congestion_map.png
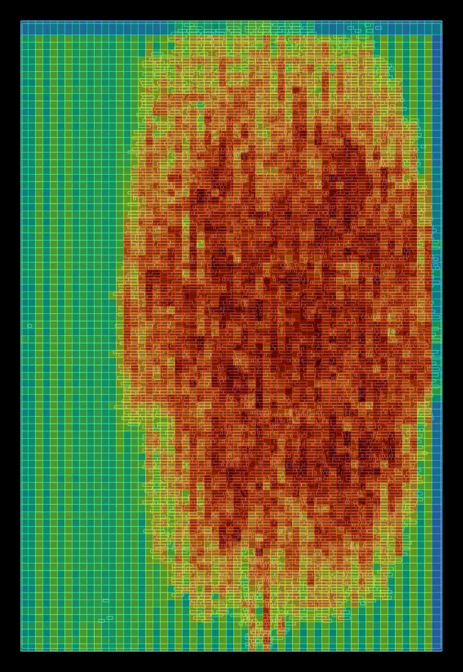
m1.png
Scale bar: 100 um. Supply wires on this layer in gray.
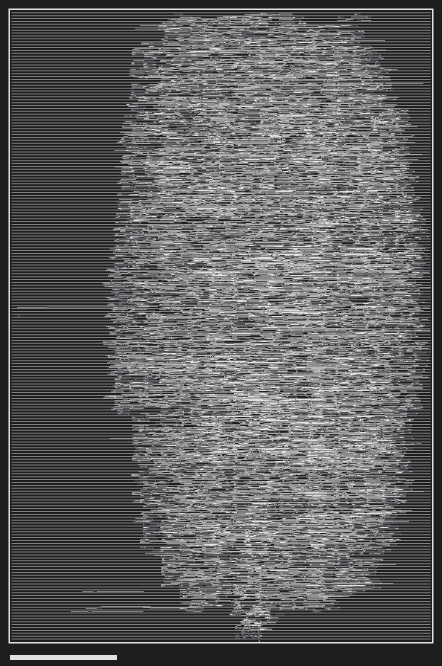
===== src/rtl/burst_fifo.sv =====
// burst_fifo: single-clock FIFO with burst-granular handshake.
//   Pointers carry an extra wrap bit so full and empty are never ambiguous.
//   Ports:
//     clk_i, rst_i            clock, asynchronous active-high reset
//     flush_i                 synchronous clear of pointers, beat count, errors
//     drain_i                 let partial bursts out (out_val_o on any data)
//     clr_err_i               synchronous clear of ovf_o / udf_o
//     in_incr_i, in_data_i    push strobe and data
//     in_rdy_o                room for at least one whole burst
//     out_incr_i              pop strobe
//     out_data_o              head entry (combinational)
//     out_val_o, out_last_o   burst available / head is last beat of burst
//     level_o                 occupancy 0..LEN
//     ovf_o, udf_o            sticky push-while-full / pop-while-empty
module burst_fifo #(
    parameter int unsigned WLEN      = 8,
    parameter int unsigned DEPTH     = 8,
    parameter int unsigned BURST_LEN = 16
) (
    input  logic             clk_i,
    input  logic             rst_i,
    input  logic             flush_i,
    input  logic             drain_i,
    input  logic             clr_err_i,
    input  logic             in_incr_i,
    input  logic [DEPTH-1:0] in_data_i,
    output logic             in_rdy_o,
    input  logic             out_incr_i,
    output logic [DEPTH-1:0] out_data_o,
    output logic             out_val_o,
    output logic             out_last_o,
    output logic [WLEN:0]    level_o,
    output logic             ovf_o,
    output logic             udf_o
);

    localparam int unsigned LEN = 1 << WLEN;
    localparam int unsigned BCW = (BURST_LEN > 1) ? $clog2(BURST_LEN) : 1;
    localparam logic [WLEN:0]  LEN_V   = (WLEN+1)'(LEN);
    localparam logic [WLEN:0]  BURST_V = (WLEN+1)'(BURST_LEN);
    localparam logic [BCW-1:0] BLAST   = BCW'(BURST_LEN - 1);

    logic [DEPTH-1:0] mem [LEN];
    logic [WLEN:0]    wptr;
    logic [WLEN:0]    rptr;
    logic [WLEN:0]    level;
    logic [WLEN:0]    space;
    logic [BCW-1:0]   bcnt;
    logic             ovf;
    logic             udf;
    logic             empty;
    logic             full;
    logic             push;
    logic             pop;
    logic             last;

    always_comb begin
        // Modulo subtraction stays correct across pointer wrap.
        level = wptr - rptr;
        space = LEN_V - level;
        empty = (level == '0);
        full  = (level == LEN_V);
        push  = in_incr_i  && !full  && !flush_i;
        pop   = out_incr_i && !empty && !flush_i;
        last  = !empty && ((bcnt == BLAST) || (drain_i && level == (WLEN+1)'(1)));
    end

    always_comb begin
        level_o    = level;
        out_data_o = mem[rptr[WLEN-1:0]];
        in_rdy_o   = !rst_i && (space >= BURST_V);
        out_val_o  = !rst_i && ((level >= BURST_V) || (drain_i && !empty));
        out_last_o = !rst_i && last;
        ovf_o      = ovf;
        udf_o      = udf;
    end

    // Storage has no reset; contents are don't-care after reset or flush.
    always_ff @(posedge clk_i) begin
        if (push) begin
            mem[wptr[WLEN-1:0]] <= in_data_i;
        end
    end

    always_ff @(posedge clk_i or posedge rst_i) begin
        if (rst_i) begin
            wptr <= '0;
            rptr <= '0;
            bcnt <= '0;
            ovf  <= 1'b0;
            udf  <= 1'b0;
        end else if (flush_i) begin
            wptr <= '0;
            rptr <= '0;
            bcnt <= '0;
            ovf  <= 1'b0;
            udf  <= 1'b0;
        end else begin
            if (push) begin
                wptr <= wptr + 1'b1;
            end
            if (pop) begin
                rptr <= rptr + 1'b1;
                // A drain-mode last beat ends the burst early.
                if (last) begin
                    bcnt <= '0;
                end else begin
                    bcnt <= bcnt + 1'b1;
                end
            end
            // An error event in the same cycle beats clr_err_i.
            if (in_incr_i && full) begin
                ovf <= 1'b1;
            end else if (clr_err_i) begin
                ovf <= 1'b0;
            end
            if (out_incr_i && empty) begin
                udf <= 1'b1;
            end else if (clr_err_i) begin
                udf <= 1'b0;
            end
        end
    end

endmodule


===== config.mk =====
export PLATFORM = sky130hd
export DESIGN_NAME = burst_fifo
export DESIGN_NICKNAME = d
export VERILOG_FILES = /design/src/rtl/burst_fifo.sv
export SDC_FILE = /design/constraint.sdc
export NUM_CORES = 2
export LEC_CHECK = 0
export CAP_MARGIN = 0
export CORE_ASPECT_RATIO = 1.5
export CORE_UTILIZATION = 35
export DETAILED_ROUTE_END_ITERATION = 10
export GPL_TIMING_DRIVEN = 0
export SLEW_MARGIN = 25
export SYNTH_ARGS = -nofsm -noshare
export SYNTH_HDL_FRONTEND = slang
export SYNTH_SLANG_ARGS = --single-unit

===== constraint.sdc =====
create_clock -name clk_i -period 11.9 [get_ports clk_i]
set_input_delay 2.38 -clock clk_i [delete_from_list [all_inputs] [get_ports clk_i]]
set_output_delay 2.38 -clock clk_i [all_outputs]
set_load 0.02 [all_outputs]

==> results.json <==
{
  "status": "finished, final reports clean",
  "max-cap-violations": 0,
  "route.detailed.drc": 0,
  "cellPowerDensity_nw_per_um2": 187,
  "dp_hpwl_mm": 226,
  "clockRootBuffer": "clkbuf_16",
  "diodes": 19,
  "comb_cells": 1736,
  "required_ps": 9520,
  "num_rows": 216,
  "clock_skew_ps": 43.7,
  "power_frac_seq_pct": 46.0,
  "warning_count": 71,
  "fin_ws_ps": 1430,
  "largestClassByArea": "sequential cells",
  "ys_sh_xor_pct": 0.226,
  "cts_inserted_buffers": 189,
  "drt_pass1_iterations": 9,
  "instances_no_fill": 7563,
  "crit_arrival_ps": 8090,
  "cts_sinks": 2072,
  "p_switching_mw": 5.08,
  "timing.reg2reg.setup_slack_ps": 2550,
  "finalSetupTns_ps": 0,
  "rr_startpoint": "rptr[2]",
  "dieArea_sq_um": 235000,
  "grt.busiest_layer": "met2",
  "grt_max_degree": 121,
  "common_cells": "edfxtp_1, mux4_2, nor2_1",
  "setup_viol": 0,
  "grt.overflow.total": 0,
  "ys_sh_mux_pct": 14.5,
  "drv_slew": 0,
  "buffer_area_share_pct": 3.58,
  "met1_length_mm": 101,
  "synth_nets": 4098,
  "dieWidth_um": 396,
  "power_mw": 17.5,
  "hold_viol": 0,
  "inverters": 15,
  "min_path_cells": 1,
  "path_cells": "buf_2 > buf_2 > inv_2 > clkbuf_1 > buf_2 > clkbuf_2 > ha_1 > a21o_1 > a21oi_1 > xnor2_1 > a2111oi_2 > nor4b_1 > ha_1 > o31ai_1 > nor2_1 > a221oi_1 > clkdlybuf4s50_1",
  "hold_start": "bcnt[1]",
  "reg2reg_to": "mem[137][0]",
  "critPathSlowestCell": "clkbuf_1",
  "hold_path_end": "bcnt[1]",
  "worst-path-max-fanout": 10,
  "wl_met2_mm": 155,
  "worstSetupEndpointType": "primary output",
  "drive_above_1_share_pct": 21.5,
  "top_cell": "edfxtp_1",
  "wl_per_cell_um": 43.9,
  "grt_pass1_vias": 45379,
  "clkbuf_count": 227,
  "seq-cell-share_pct": 66.7,
  "critPathLaunch": "rptr[2]",
  "yosysCellCount": 4066,
  "fin_crit_ps": 10470,
  "ant_nets": 0,
  "cts_setup_buffers": 0,
  "worst_path_largest_cell_delay_ps": 830,
  "gp_congestion": 1.03,
  "clk_pin_slew_ps": 70,
  "cts-htree-levels": 4,
  "worstSkewPairLatency_ps": 880,
  "syn_inst": 4066,
  "r2r_cells": 21,
  "preCtsSetupSlack_ps": 2550,
  "critical_path.endpoint": "in_rdy_o",
  "cts_resized": 0,
  "synthTopLogicFamily": "multiplexers",
  "clk_path_buf_depth": 4,
  "final-clk-cell-share_pct": 6.31,
  "lay_top_count": "edfxtp_1",
  "max_freq_mhz": 95.5,
  "critPathKind": "flop to primary output",
  "fa_ha_area_share_pct": 0.270,
  "power_frac_comb_pct": 19.2,
  "hold_path_class": "flop to flop",
  "wl_met3_mm": 35.1,
  "sh_comb_area_pct": 19.2,
  "fp.dieH_um": 593,
  "ys_sh_aoi_pct": 3.84,
  "synth_top_cell_by_area": "edfxtp_1",
  "grtUsageTotal_pct": 27.9,
  "synth_warnings": 0,
  "rsz0062_at_grt": "no",
  "signal_buffers": 336
}
Notes on congestion_map.png above:
met3 Track Usage GR: 6.52%
met1 Use GR: 29.9%
met2 Use GR: 44.8%

Notes on m1.png above:
nets with wire on the layer	4292
share of all routed wire	31%
longest straight run	118 um
wire length on this layer	101 mm
drt total wl: 332 mm
total number of vias: 47303

[state kept, by name, summed over array words and instances (netlist names)]
signal and flops:
rptr 9, bcnt 4, ovf_o 1, mem 2048, wptr 9, udf_o 1
[critical path, delay by kind of cell (launching register included)]
kind	cells	cell delay [ps]
buffers and inverters	7	3970
adders and majority gates	2	770
DFF	1	400
AOI/OAI and AO/OA	5	1270
and+or+nand+nor	2	620
xor gates and xnor gates	1	140
[power by group through the flow]
stage / combinational (mW) / clock, mW / sequential [mW]
6_report: 3.34 / 6.07 / 8.04
5_1_grt: 3.28 / 6.27 / 8.03
3_3_place_gp: 3.16 / 0 / 8.28
2_1_floorplan: 1.53 / 0 / 8.19
3_5_place_dp: 3.23 / 0 / 8.19
4_1_cts: 3.23 / 6.03 / 8.03
